--- config.mk ---
export PLATFORM = sky130hd
export DESIGN_NAME = water_pump_ctrl_flat
export DESIGN_NICKNAME = d
export VERILOG_FILES = /design/src/rtl/water_pkg.sv /design/src/rtl/water_pump_ctrl_if.sv /design/src/rtl/water_pump_ctrl_level_debounce.sv /design/src/rtl/water_pump_ctrl.sv /design/src/flat_wrapper.sv
export SDC_FILE = /design/constraint.sdc
export NUM_CORES = 1
export LEC_CHECK = 0
export CORE_UTILIZATION = 58
export CTS_BUF_LIST = sky130_fd_sc_hd__clkbuf_2
export DETAILED_ROUTE_END_ITERATION = 8
export PLACE_DENSITY = 0.91
export SLEW_MARGIN = 10
export SYNTH_ARGS = -nofsm -noshare
export SYNTH_HDL_FRONTEND = slang
export SYNTH_HIERARCHICAL = 1
export SYNTH_SLANG_ARGS = --single-unit
--- constraint.sdc ---
create_clock -name clk -period 6 [get_ports clk]
set_input_delay 1.2 -clock clk [delete_from_list [all_inputs] [get_ports clk]]
set_output_delay 1.2 -clock clk [all_outputs]
set_load 0.01 [all_outputs]
--- src/rtl/water_pkg.sv ---
// water_pkg: level codes, FSM states and fault codes shared by the pump controller.
package water_pkg;
   localparam logic [3:0] LVL_CRIT = 4'b0001;
   localparam logic [3:0] LVL_LOW  = 4'b0010;
   localparam logic [3:0] LVL_MID  = 4'b0100;
   localparam logic [3:0] LVL_HIGH = 4'b1000;
   typedef enum logic [1:0] {ST_IDLE, ST_FILL, ST_IRRIGATE, ST_ERROR} state_t;
   typedef enum logic [1:0] {FAULT_NONE = 2'b00, FAULT_SENSOR = 2'b01, FAULT_TIMEOUT = 2'b10} fault_t;
   function automatic logic is_valid(input logic [3:0] c);
      return $onehot(c);
   endfunction
   function automatic logic needs_fill(input logic [3:0] l);
      return l == LVL_CRIT || l == LVL_LOW;
   endfunction
   function automatic logic has_water(input logic [3:0] l);
      return l == LVL_MID || l == LVL_HIGH;
   endfunction
endpackage

--- src/rtl/water_pump_ctrl_if.sv ---
// water_pump_ctrl_if: level input, requests and pump/valve/alarm outputs of the pump controller.
interface water_pump_ctrl_if;
   logic [3:0] water_level_state;
   logic       irrigate_req;
   logic       clear_alarm;
   logic       pump_fill;
   logic       sprinkler_on;
   logic       alarm;
   logic [1:0] fault_code;
   logic [3:0] lvl_acc;
   modport master (output water_level_state, irrigate_req, clear_alarm,
                   input pump_fill, sprinkler_on, alarm, fault_code, lvl_acc);
   modport slave (input water_level_state, irrigate_req, clear_alarm,
                  output pump_fill, sprinkler_on, alarm, fault_code, lvl_acc);
endinterface

--- src/rtl/water_pump_ctrl_level_debounce.sv ---
// level_debounce: accepts a level code after STABLE_CYCLES identical valid samples; flags persistent invalid codes.
module level_debounce
   import water_pkg::*;
#(
   parameter int STABLE_CYCLES = 4,
   parameter int ERR_CYCLES    = 8
) (
   input  logic       clk,
   input  logic       rst,
   input  logic [3:0] code,
   output logic [3:0] lvl_acc,
   output logic       sensor_err,
   output logic       err_idle
);
   localparam int SW = $clog2(STABLE_CYCLES + 1);
   localparam int EW = $clog2(ERR_CYCLES + 1);
   logic [3:0]    prev_q, prev_d, lvl_q, lvl_d;
   logic [SW-1:0] stab_q, stab_d;
   logic [EW-1:0] err_q, err_d;
   logic          valid;
   always_comb begin
      valid      = is_valid(code);
      prev_d     = valid ? code : '0;
      stab_d     = !valid ? '0 : (code != prev_q) ? SW'(1) :
                   (stab_q == SW'(STABLE_CYCLES)) ? stab_q : stab_q + 1'b1;
      err_d      = valid ? '0 : (err_q == EW'(ERR_CYCLES)) ? err_q : err_q + 1'b1;
      lvl_d      = (valid && stab_d == SW'(STABLE_CYCLES)) ? code : lvl_q;
      sensor_err = !valid && err_q == EW'(ERR_CYCLES - 1);
   end
   always_ff @(posedge clk) begin
      if (rst) begin
         prev_q <= '0;
         stab_q <= '0;
         err_q  <= '0;
         lvl_q  <= '0;
      end else begin
         prev_q <= prev_d;
         stab_q <= stab_d;
         err_q  <= err_d;
         lvl_q  <= lvl_d;
      end
   end
   assign lvl_acc  = lvl_q;
   assign err_idle = err_q == '0;
endmodule

--- src/rtl/water_pump_ctrl.sv ---
// water_pump_ctrl: Moore FSM driving fill pump and sprinkler from the debounced tank level.
// Optional fill stall detection is built when FILL_TIMEOUT_EN is defined.
module water_pump_ctrl
   import water_pkg::*;
#(
   parameter int STABLE_CYCLES = 4,
   parameter int ERR_CYCLES    = 8,
   parameter int FILL_TIMEOUT  = 1000,
   parameter int TO_W          = 16
) (
   input logic              clk,
   input logic              rst,
   water_pump_ctrl_if.slave bus
);
   logic [3:0] lvl;
   logic       sensor_err, err_idle, timeout;
   state_t     state_q, state_d;
   fault_t     fault_q, fault_d;
   level_debounce #(.STABLE_CYCLES(STABLE_CYCLES), .ERR_CYCLES(ERR_CYCLES)) u_deb (
      .clk        (clk),
      .rst        (rst),
      .code       (bus.water_level_state),
      .lvl_acc    (lvl),
      .sensor_err (sensor_err),
      .err_idle   (err_idle)
   );
`ifdef FILL_TIMEOUT_EN
   logic [TO_W-1:0] to_q, to_d;
   // Counter rests at zero outside FILL, so every FILL entry starts from a clean count.
   always_comb begin
      timeout = state_q == ST_FILL && to_q + 1'b1 == TO_W'(FILL_TIMEOUT);
      to_d    = state_q == ST_FILL ? to_q + 1'b1 : '0;
   end
   always_ff @(posedge clk) begin
      if (rst) to_q <= '0;
      else to_q <= to_d;
   end
`else
   logic unused_to;
   assign unused_to = ^{TO_W[0], FILL_TIMEOUT[0]};
   assign timeout   = 1'b0;
`endif
   always_comb begin
      state_d = state_q;
      unique case (state_q)
         ST_IDLE:     state_d = needs_fill(lvl) ? ST_FILL :
                                (bus.irrigate_req && has_water(lvl)) ? ST_IRRIGATE : ST_IDLE;
         ST_FILL:     state_d = (lvl == LVL_HIGH) ? ST_IDLE : timeout ? ST_ERROR : ST_FILL;
         ST_IRRIGATE: state_d = needs_fill(lvl) ? ST_FILL : bus.irrigate_req ? ST_IRRIGATE : ST_IDLE;
         default:     state_d = (bus.clear_alarm && err_idle) ? ST_IDLE : ST_ERROR;
      endcase
      if (state_q != ST_ERROR && sensor_err) state_d = ST_ERROR;
      fault_d = (state_q == ST_ERROR) ? ((state_d == ST_IDLE) ? FAULT_NONE : fault_q) :
                (state_d == ST_ERROR) ? (sensor_err ? FAULT_SENSOR : FAULT_TIMEOUT) : FAULT_NONE;
   end
   always_ff @(posedge clk) begin
      if (rst) begin
         state_q <= ST_IDLE;
         fault_q <= FAULT_NONE;
      end else begin
         state_q <= state_d;
         fault_q <= fault_d;
      end
   end
   assign bus.pump_fill    = state_q == ST_FILL;
   assign bus.sprinkler_on = state_q == ST_IRRIGATE;
   assign bus.alarm        = state_q == ST_ERROR;
   assign bus.fault_code   = fault_q;
   assign bus.lvl_acc      = lvl;
endmodule

--- src/flat_wrapper.sv ---
// flat-port wrapper written by rule: the top's interface ports become plain ports
module water_pump_ctrl_flat import water_pkg::*;
#(
   parameter int STABLE_CYCLES = 4,
   parameter int ERR_CYCLES    = 8,
   parameter int FILL_TIMEOUT  = 1000,
   parameter int TO_W          = 16
)
  (clk, rst, bus_water_level_state, bus_irrigate_req, bus_clear_alarm, bus_pump_fill, bus_sprinkler_on, bus_alarm, bus_fault_code, bus_lvl_acc);
  water_pump_ctrl_if bus_i ();
  input logic clk;
  input logic rst;
  input wire logic [$bits(bus_i.water_level_state)-1:0] bus_water_level_state;
  input wire logic [$bits(bus_i.irrigate_req)-1:0] bus_irrigate_req;
  input wire logic [$bits(bus_i.clear_alarm)-1:0] bus_clear_alarm;
  output wire logic [$bits(bus_i.pump_fill)-1:0] bus_pump_fill;
  output wire logic [$bits(bus_i.sprinkler_on)-1:0] bus_sprinkler_on;
  output wire logic [$bits(bus_i.alarm)-1:0] bus_alarm;
  output wire logic [$bits(bus_i.fault_code)-1:0] bus_fault_code;
  output wire logic [$bits(bus_i.lvl_acc)-1:0] bus_lvl_acc;
  assign bus_i.water_level_state = bus_water_level_state;
  assign bus_i.irrigate_req = bus_irrigate_req;
  assign bus_i.clear_alarm = bus_clear_alarm;
  assign bus_pump_fill = bus_i.pump_fill;
  assign bus_sprinkler_on = bus_i.sprinkler_on;
  assign bus_alarm = bus_i.alarm;
  assign bus_fault_code = bus_i.fault_code;
  assign bus_lvl_acc = bus_i.lvl_acc;
  water_pump_ctrl #(.STABLE_CYCLES(STABLE_CYCLES), .ERR_CYCLES(ERR_CYCLES), .FILL_TIMEOUT(FILL_TIMEOUT), .TO_W(TO_W)) u_core (.clk(clk), .rst(rst), .bus(bus_i));
endmodule
**Floorplan with the power grid**

The bar under the picture is 10 um long. Pins as bars on the die edge.
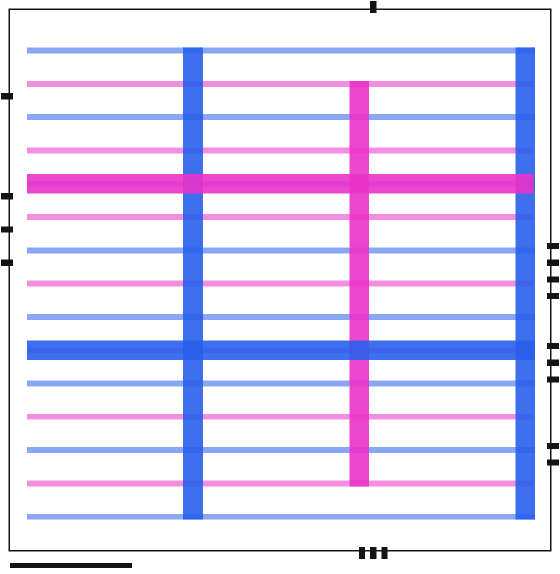
- blue: VSS
- magenta: VDD
- met5 straps: 2
- met4 straps: 3

**Placed cells, one colour a class**

The bar under the picture is 10 um long.
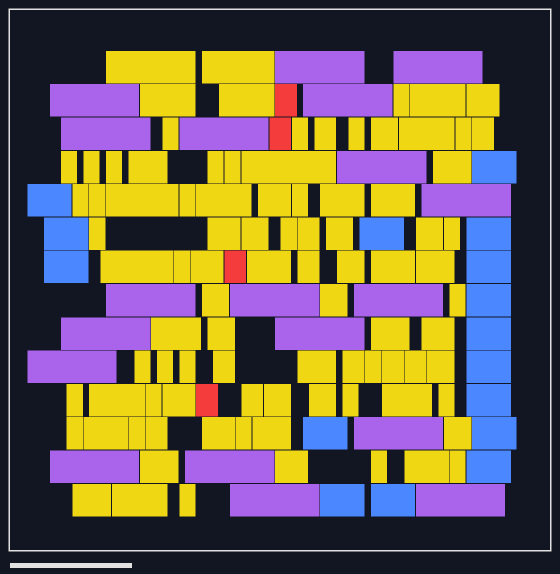
- blue: other buffers and delay cells (cells 16; share of their area 13%)
- purple: flops (cells 19; share of their area 32%)
- yellow: combinational and other logic (cells 91; share of their area 53%)
- red: clock drivers and dummy loads (cells 4; share of their area 1.7%)

==> impl_metrics.py <==
# Auto-generated metrics
metrics = {
    "clocking": {
        "root_buffer": "clkbuf_2",
        "ctsResizeCount": 0,
        "cts_buffers": 3,
        "cts_tree": "built",
        "cts-htree-levels": 1,
        "cts_setup_buffers": 0,
        "clockBufferDepth": 2,
        "cts-hold-fix-buffers": 0,
        "cts.sinks": 19,
        "clk_latency_ns": 0.30,
        "clkSlewWorstSetupHoldPaths_ns": 0.17,
    },
    "yosys": {
        "area_leaders": "dfxtp_1 (37%), ha_1 (7.3%), inv_1 (5.1%)",
        "syn_area_per_cell_um2": 9.18,
        "synthCells": 112,
        "synth_area_um2": 1030,
        "ys_sh_xor": 0.0985,
        "mux_area_frac": 0.0596,
        "logic_family": "simple AND/OR/NAND/NOR gates",
        "synth_top_area_share": 0.370,
        "synth_cell_types": 33,
        "adder_share": 0.0925,
        "top_area_cell": "dfxtp_1",
        "ys_seq_frac": 0.370,
        "ys_warn_count": 6,
        "fp_nets": 127,
        "numSynthFlops": 19,
        "ys_sh_simple": 0.260,
        "ys_area_um2": 1030,
        "aoi_share": 0.0596,
        "ys_cells": 112,
    },
    "timing": {
        "period_needed_ns": 3.78,
        "period_used_share": 0.630,
        "clock_skew_ns": 0.00717,
        "tightestPinTransition_ns": 0.487,
        "setup_viol": 0,
        "rsz0062_at_grt": "false",
        "hold_viol": 0,
        "maxSlewHeadroom": 0.672,
        "maxSlewViolCount": 0,
        "fmaxAchievable_ghz": 0.265,
        "tns_ns": 0,
    },
    "route": {
        "dr_total_vias": 785,
        "vias_per_cell": 5.38,
        "routedWlPerCell_um": 11.6,
        "remaining_drc_errors": 3,
        "wl_um": 1700,
        "antenna_left": 0,
        "drt_iter0_drc": 19,
        "drt-pass1-iter-count": 6,
    },
    "finish": {
        "area_growth_pct": 18.6,
        "fin_nets": 146,
        "diodes": 0,
        "utilization": 0.774,
        "final_cell_mix": "dfxtp_1 (19), clkdlybuf4s50_1 (16), inv_1 (14), nor2_1 (13), nand2b_1 (7)",
        "drive_gt1_frac": 0.0923,
        "layout.cells.most_common": "dfxtp_1",
    },
    "grt": {
        "grt_use_total": 0.213,
        "grt_max_degree": 16,
        "grt_overflow": 0,
        "grt_pass1_vias": 749,
        "antenna_found_initial": 0,
        "grt_pass1_wl_um": 3000,
    },
    "outcome": {
        "outcome": "finished with violations",
        "violations": "DRC",
    },
    "die": {
        "rows": 14,
        "initCoreUtil": 0.652,
        "die_area_um2": 1950,
        "coreArea_um2": 1580,
        "io_pins": 17,
        "fp.dieH_um": 44.1,
        "die_w_um": 44.1,
    },
    "job": {
        "warning_count": 28,
        "maxCapViolCount": 0,
    },
    "placed_design": {
        "hpwl_um": 1330,
        "gp_congestion": 0.764,
        "port_buffers": 16,
    },
    "min_path": {
        "hp-class": "reg -> reg",
    },
    "worst_setup_path": {
        "crit_type": "in -> reg",
        "crit_fanout": 4,
        "cp-end-kind": "register",
        "cp-start-kind": "primary input",
        "timing.critical_path.arrival_ns": 3.98,
        "critPathRequiredTime_ns": 6.21,
    },
    "power_and_ir_drop": {
        "power_density_nw_per_um2": 192,
        "p_leak_nw": 0.489,
        "peakVddDrop_mv": 0.125,
    },
}
**Routed clock nets over the placement**

The bar under the picture is 10 um long.
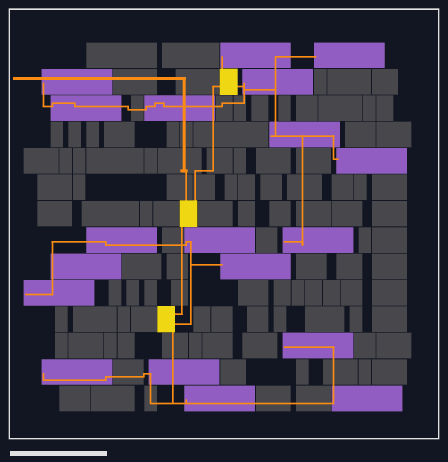
- orange: clock wires (length 221 um)
- purple: flip-flops (count 19)
- yellow: clock drivers (count 3)
- flops lie: widely spread
- routed clock nets: 4

**Routed metal, one colour a layer**

Two of the layers only.
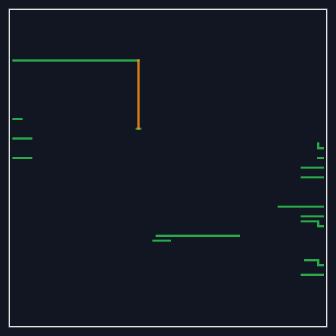
- green: metal 3 (wire length 64.8 um)
- orange: metal 4 (wire length 9.50 um)

layout make-up:
cell class / count / area, um^2
clock buffers: 4 / 20.0
fillers: 115 / 357
inverters: 14 / 52.6
multi-input cells: 77 / 587
flip-flops and latches: 19 / 380
well taps: 16 / 20.0
repair buffers: 16 / 160
worst max-delay path: stages:
cell and delay [ns]:
clkdlybuf4s50_1 0.55, inv_1 0.11, fa_1 0.55, inv_1 0.04, ha_1 0.18, ha_1 0.28
nor3b_1 0.40, nor3_1 0.12, o21ai_1 0.27, o41a_1 0.24, nor3_2 0.05
sequential cells by signal, summed over array words and instances, names as in the netlist:
register               cells
u_core/u_deb/stab_q        3
u_core/u_deb/err_q         4
u_core/state_q             2
u_core/bus.fault_code      2
u_core/u_deb/prev_q        4
u_core/u_deb/lvl_acc       4
cell families (layout without fill, tap and decap cells):
logic type,Yosys count,count (layout)
fa+ha+maj,7,7
mux,6,6
simple gates,46,46
flops,19,19
buf+inv,16,34
compound gates,9,9
xor+xnor,9,9
per-layer routing:
metal,global-route usage,vias to the layer above,part of all wire
li1,-,404,-
met1,0.266,362,0.49
met2,0.353,17,0.47
met3,0.0367,2,0.038
met4,0.109,0,0.0053
met5,0,-,0
synth_stat cells:
cell      number
dfxtp_1       19
inv_1         14
nor2_1        13
nand2b_1       7
ha_1           6
nand2_1        6
mux2i_1        5
nor3_1         4
xnor2_1        4
nand3b_1       3
xnor2_2        3
a21oi_1        2
nor2b_1        2
nor3b_1        2
o21ai_0        2
or2b_1         2
xor2_1         2
a211o_1        1
a211oi_1       1
and2_1         1
clkbuf_1       1
clkbuf_2       1
fa_1           1
mux2_2         1
nand3_1        1
nand4_1        1
nand4_2        1
nor3_2         1
nor4_4         1
o21ai_1        1
o32ai_1        1
o41a_1         1
or2_2          1
final timing paths:
| check | end | start | cells after the start | slack, ns |
|---|---|---|---|---|
| setup / recovery | u_core/bus.fault_code[1]$_SDFFE_PP0P_ | bus_water_level_state[0] | 11 | 2.22 |
| hold / removal | u_core/bus.fault_code[1]$_SDFFE_PP0P_ | u_core/bus.fault_code[1]$_SDFFE_PP0P_ | 2 | 0.45 |
| setup reg to reg | u_core/u_deb/lvl_acc[1]$_SDFFE_PP0P_ | u_core/u_deb/stab_q[0]$_SDFF_PP0_ | 6 | 4.42 |
| hold reg to reg | u_core/bus.fault_code[1]$_SDFFE_PP0P_ | u_core/bus.fault_code[1]$_SDFFE_PP0P_ | 2 | 0.45 |
power by group:
part           switching [W]  total (W)  internal (W)
logic              0.0000216  0.0000426     0.0000210
registers         0.00000451   0.000136      0.000132
clock network      0.0000377  0.0000553     0.0000177
per-stage QoR:
stage	total power [W]	hold WS (ns)	std cells	cell area (um^2)	setup WS, ns
2_1_floorplan	0.000168	0.472	112	1030	2.76
4_1_cts	0.000236	0.459	146	1220	2.25
5_1_grt	0.000247	0.487	146	1220	2.10
3_5_place_dp	0.000181	0.437	142	1200	1.90
3_3_place_gp	0.000179	0.434	142	1200	1.99
6_report	0.000234	0.455	146	1220	2.22
Power figures rest on the tool's default switching activity, not on a simulated workload.
